**src/rtl/score_sequencer.sv**
```systemverilog
// Game-score controller for a chain of cascaded BCD digit counters.
// Turns scoring events into runs of single-cycle count pulses, shows the
// stored high score on the chain while idle, and updates the high score
// when a game ends.
module score_sequencer #(
  parameter int DIGITS         = 4,
  parameter int POINTS_PER_HIT = 5,
  parameter int REM_W          = 8,
  parameter int HOLD_CYCLES    = 16
) (
  input  logic                clock,
  input  logic                clear,
  input  logic                start,
  input  logic                hit,
  input  logic                game_over,
  input  logic [4*DIGITS-1:0] score,
  output logic                cnt_clear,
  output logic                cnt_load,
  output logic                cnt_count,
  output logic [4*DIGITS-1:0] highscore,
  output logic                new_high,
  output logic [2:0]          state
);

  typedef enum logic [2:0] {
    IDLE  = 3'd0,
    START = 3'd1,
    PLAY  = 3'd2,
    DRAIN = 3'd3,
    CMP   = 3'd4,
    SHOW  = 3'd5
  } state_t;

  localparam int TIMER_W = (HOLD_CYCLES > 1) ? $clog2(HOLD_CYCLES) : 1;
  localparam logic [TIMER_W-1:0] TIMER_LAST = TIMER_W'(HOLD_CYCLES - 1);
  localparam logic [4*DIGITS-1:0] ALL_NINES = {DIGITS{4'h9}};
  localparam logic [REM_W:0] HIT_INC = (REM_W + 1)'(POINTS_PER_HIT);

  state_t               state_q, state_d;
  logic [REM_W-1:0]     rem_q, rem_d;
  logic [TIMER_W-1:0]   timer_q, timer_d;
  logic [4*DIGITS-1:0]  highscore_d;
  logic                 new_high_d;

  logic                 at_max;
  logic                 pulsing;
  logic [REM_W:0]       rem_sum;
  logic [REM_W-1:0]     rem_sat;

  // The chain sits at 9..9; counting further would wrap it to zero.
  assign at_max = (score == ALL_NINES);

  // Count pulses are decoded from registered state so the chain moves on the same edge.
  assign pulsing   = (state_q == PLAY) || (state_q == DRAIN);
  assign cnt_count = pulsing && (rem_q != '0) && !at_max;
  assign cnt_load  = (state_q == IDLE);
  assign cnt_clear = (state_q == START);
  assign state     = state_q;

  // Pending pulses: add a hit's worth, retire the pulse issued this cycle, clamp at all-ones.
  // The extra top bit holds the overflow; cnt_count implies rem_q != 0, so no underflow.
  assign rem_sum = {1'b0, rem_q} + (hit ? HIT_INC : '0) - {{REM_W{1'b0}}, cnt_count};
  assign rem_sat = rem_sum[REM_W] ? '1 : rem_sum[REM_W-1:0];

  // State register and datapath registers, all reset synchronously by clear.
  // NOTE: sequential state uses non-blocking (<=) so every register samples
  // pre-edge values; blocking here would create order-dependent races.
  always_ff @(posedge clock) begin
    if (clear) begin
      state_q   <= IDLE;
      rem_q     <= '0;
      timer_q   <= '0;
      highscore <= '0;
      new_high  <= 1'b0;
    end else begin
      state_q   <= state_d;
      rem_q     <= rem_d;
      timer_q   <= timer_d;
      highscore <= highscore_d;
      new_high  <= new_high_d;
    end
  end

  // Next-state and next-datapath logic.
  // NOTE: every variable gets a hold-value default before the case so no
  // path leaves it unassigned, which would otherwise infer a latch.
  always_comb begin
    state_d     = state_q;
    rem_d       = rem_q;
    timer_d     = timer_q;
    highscore_d = highscore;
    new_high_d  = new_high;

    case (state_q)
      IDLE: begin
        if (start) begin
          state_d    = START;
          new_high_d = 1'b0;
          rem_d      = '0;
        end
      end

      START: begin
        state_d = PLAY;
      end

      PLAY: begin
        // At max nothing more can be counted, so pending pulses are dropped.
        rem_d = at_max ? '0 : rem_sat;
        if (game_over) begin
          state_d = DRAIN;
        end
      end

      DRAIN: begin
        if ((rem_q == '0) || at_max) begin
          state_d = CMP;
          rem_d   = '0;
        end else begin
          rem_d = rem_q - {{(REM_W-1){1'b0}}, cnt_count};
        end
      end

      CMP: begin
        // Packed BCD compares in numeric order as a plain unsigned vector.
        if (score > highscore) begin
          highscore_d = score;
          new_high_d  = 1'b1;
        end
        state_d = SHOW;
        timer_d = '0;
      end

      SHOW: begin
        timer_d = timer_q + 1'b1;
        if (timer_q == TIMER_LAST) begin
          state_d = IDLE;
        end
      end

      default: begin
        state_d = IDLE;
      end
    endcase
  end

endmodule

```
**config.mk**
```make
export PLATFORM = sky130hd
export DESIGN_NAME = score_sequencer
export DESIGN_NICKNAME = d
export VERILOG_FILES = /design/src/rtl/score_sequencer.sv
export SDC_FILE = /design/constraint.sdc
export NUM_CORES = 1
export LEC_CHECK = 0
export CAP_MARGIN = 20
export CORE_ASPECT_RATIO = 1.4
export CORE_MARGIN = 8
export CORE_UTILIZATION = 50
export CTS_CLUSTER_DIAMETER = 40
export DETAILED_ROUTE_END_ITERATION = 10
export GPL_TIMING_DRIVEN = 0
export PLACE_DENSITY = 0.76
export REMOVE_ABC_BUFFERS = 1
export SYNTH_ARGS = -nofsm -noshare
export SYNTH_HDL_FRONTEND = slang
export SYNTH_SLANG_ARGS = --single-unit
```
**constraint.sdc**
```tcl
create_clock -name clock -period 4.4 [get_ports clock]
set_clock_uncertainty 0.1 [all_clocks]
set_input_delay 1.1 -clock clock [delete_from_list [all_inputs] [get_ports clock]]
set_output_delay 1.1 -clock clock [all_outputs]
set_load 0.01 [all_outputs]
```
**Signal wires on met1**

Scale: 6 px per um. Supply wires on this layer in grey.
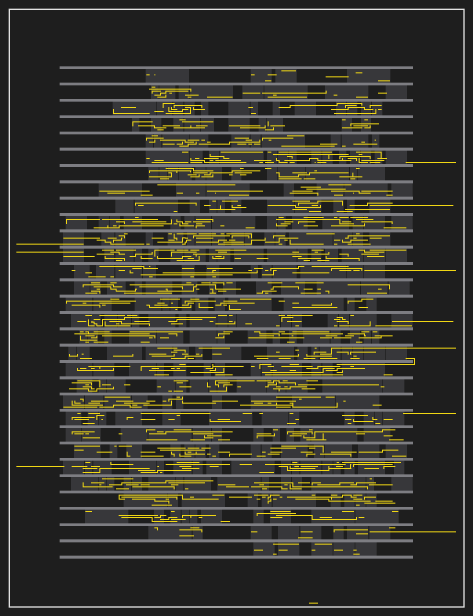
The wires run mostly horizontal. The layer carries 2530 um of wire.
GRT met1 Usage: 0.2002
via count: 2449
Routed WL: 6.546 mm

**Wires at chosen ports, followed through buffers**

Scale: 4 px per um.
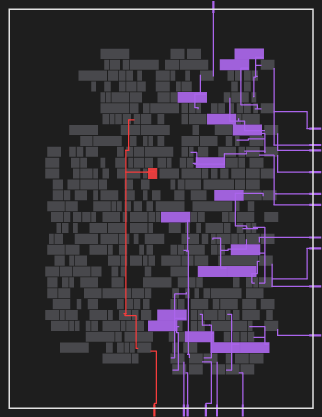
Key: purple = highscore [bits 16, direction output, end cells 16, buffers 16, wire 517 um]; red = cnt_count [bits 1, direction output, end cells 1, buffers 1, wire 85.5 um]
io pins: 44
PortBufs: 43

**Placed standard cells**

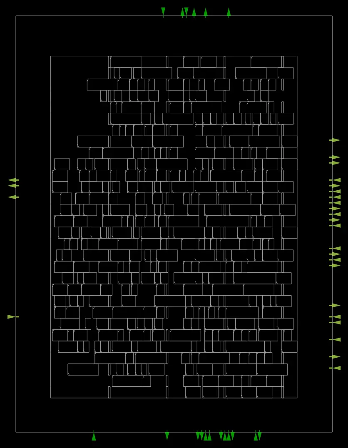
Layout Utilization: 0.6557
fill cell count: 453
Core Rows: 30

==> flow_summary.yaml <==
# implementation run metrics
status:
  status: "completed"
yosys:
  edf_count: 0
  synth.cellmix.compoundShare: 0.2525
  yosys_warnings: 0
  synth.top_cell.area_share: 0.2581
  synthesis.area_sq_um: 2482
  area_leaders: "dfxtp_1 (26%), ha_1 (16%), a21oi_1 (9.3%)"
worst_setup_path:
  critPathLaunch: "score[0]"
  crit_end: "rem_q[1]"
  r2r_slack_ps: 940
  path_cells: "clkdlybuf4s50_1 -> nor4bb_4 -> nand4_1 -> nand3_2 -> nor2_2 -> xor2_1 -> ha_1 -> inv_1 -> fa_1 -> nor2b_2 -> o31ai_2 -> a211oi_2 -> buf_4 -> or3_1 -> a31o_1 -> a21oi_1"
  r2r_end: "rem_q[1]"
  worstSetupPathType: "in -> reg"
  arrival_ps: 4400
  slowest_stage: "clkdlybuf4s50_1"
flow_run:
  tool_warnings: 30
  max_cap_viol_count: 0
power:
  power_w: 0.001221
  ir_drop_mv: 0.3057
  leakagePower_nw: 1.166
  power_frac_clock: 0.194
  pwr-share-comb: 0.519
  p_int_w: 0.0007210
drt:
  drcViolationCount: 0
  firstDrtPassIters: 4
clock_network:
  tritoncts: "done"
  cts_buffers: 5
  clk_pin_slew_ps: 70
  cts_root_buf: "clkbuf_8"
  clk_latency_ps: 280
  clk_path_buf_depth: 2
final_timing:
  hold_slack_ps: 395.9
  relSlewSlack: 0.3558
  max_slew.worst_pin.slew_ps: 966.3
  fin_crit_sh: 0.9757
  fmax_ghz: 0.2329
  finalHoldViolations: 0
floorplanning:
  die_w_um: 75.55
  die_h_um: 99.37
finish:
  fin_cells: 425
  nNetsFinal: 414
  drive_above_1_share: 0.08587
place:
  dp_hpwl_mm: 5.031
  gp_congestion: 0.8745
  placed_cells: 413
  placed_area_sq_um: 2975
worst_hold_path:
  min_path_type: "reg -> reg"
global_route:
  grt_usage: 0.1811
  grt_antenna_before_repair: 0
  grt_overflow_total: 0
**Cell area per tile**

Scale: 4 px per um. The die is cut into 8 by 10 equal tiles; dark blue is low, red is high, 0 to 100% covered.
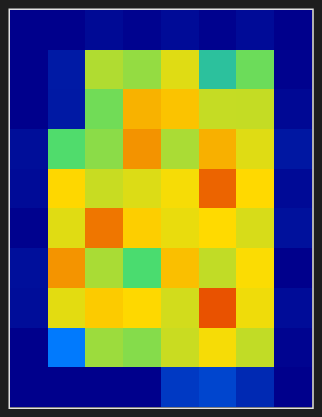
The densest ninth of the die: centre. The fullest tile reaches 91%. 19% of the tiles are over 75% full. The mean over all tiles is 41%. 23% of the tiles are nearly empty. The emptiest ninth of the die: upper left.
CORE AREA: 4805 sq um
Starting Density: 0.5167

**Sizing map**

Scale: 4 px per um.
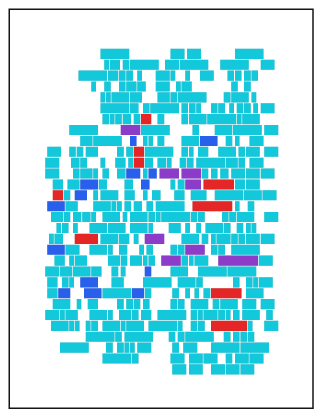
Key: red = x3 and x4 [cells 9, share 2.5%, most used buf_4]; blue = x2 [cells 14, share 3.9%, most used o31ai_2]; cyan = x1 and smaller [cells 330, share 91%, most used a21oi_1]; purple = x6 and larger [cells 8, share 2.2%, most used clkbuf_8]
PnR worst setup slack: 106.9 ps
Non-CTS buffers: 49
Syn-to-layout area delta: 26.92%
design area: 3151 sq um

==> cell usage after synthesis, types with 3 or more instances <==
| cell | number |
|---|---|
| xor2_1 | 4 |
| nand4_1 | 3 |
| o31ai_1 | 6 |
| xnor2_1 | 5 |
| buf_2 | 4 |
| a31oi_1 | 3 |
| o21ai_1 | 12 |
| nand3_1 | 22 |
| a21o_1 | 3 |
| nor2b_1 | 3 |
| ha_1 | 32 |
| nand2_1 | 13 |
| nor3_1 | 10 |
| clkbuf_1 | 6 |
| o21a_1 | 3 |
| nor3b_1 | 3 |
| inv_1 | 34 |
| a21oi_1 | 46 |
| dfxtp_1 | 32 |
| nand2b_1 | 3 |
| o21ai_0 | 14 |
| nor2_1 | 19 |
==> flip-flops by register name (all words and copies together), names as in the netlist <==
name,cells
state,3
highscore,16
timer_q,4
new_high,1
rem_q,8
==> critical path: cells and delay by family <==
family,cells,cell delay (ps)
buffers and inverters,3,760
XOR/XNOR,1,180
AND/OR/NAND/NOR,6,1210
adder cells (fa/ha/maj),2,430
AND-OR/OR-AND,4,720
==> layout by cell type, fill, tap and decap left out, drive strengths merged, types with 3 or more instances in the layout <==
| cell type | count |
|---|---|
| a21oi | 46 |
| clkdlybuf4s50 | 43 |
| inv | 34 |
| ha | 32 |
| dfxtp | 32 |
| o21ai | 26 |
| nand3 | 22 |
| nor2 | 19 |
| nand2 | 13 |
| nor3 | 10 |
| o31ai | 7 |
| clkbuf | 6 |
| buf | 6 |
| xnor2 | 5 |
| nand4 | 5 |
| xor2 | 4 |
| nand2b | 3 |
| a21o | 3 |
| nor3b | 3 |
| a31oi | 3 |
| nor2b | 3 |
| o21a | 3 |
==> worst min-delay path by stage <==
| stage | endpoint | slack [ps] | depth (start not counted) | from |
|---|---|---|---|---|
| finish | highscore[12] | 400 | 2 | highscore[12] |
| global route | highscore[13] | 420 | 2 | highscore[13] |
| CTS | highscore[15] | 400 | 2 | highscore[15] |
| detailed placement | highscore[15] | 390 | 2 | highscore[15] |
| global placement | highscore[5] | 380 | 2 | highscore[5] |
| floorplan | timer_q[2] | 380 | 2 | timer_q[2] |
==> area by class of cell <==
type,instances,area (sq um),area share
Multi-Input combinational cell,238,1710,0.5429
Sequential cell,32,640.6,0.2033
Timing Repair Buffer,49,499.2,0.1585
Inverter,34,127.6,0.04051
Clock buffer,6,82.58,0.02621
Tap cell,64,80.08,0.02542
Clock inverter,2,10.01,0.003177
==> power groups by stage <==
stage | Combinational, W | Clock, W | Sequential (W)
2_1_floorplan | 0.000416 | 0 | 0.000348
3_3_place_gp | 0.000556 | 0 | 0.000353
3_5_place_dp | 0.000571 | 0 | 0.000354
4_1_cts | 0.000578 | 0.000241 | 0.000348
5_1_grt | 0.000705 | 0.000254 | 0.000355
6_report | 0.000634 | 0.000237 | 0.000351
==> routing by layer <==
metal	up-vias	part of all wire	global-route usage
li1	1224	-	-
met1	1150	0.39	0.2002
met2	60	0.54	0.3202
met3	15	0.045	0.02719
met5	-	0	0
met4	0	0.033	0.08470
Power and IR drop assume default switching activity.
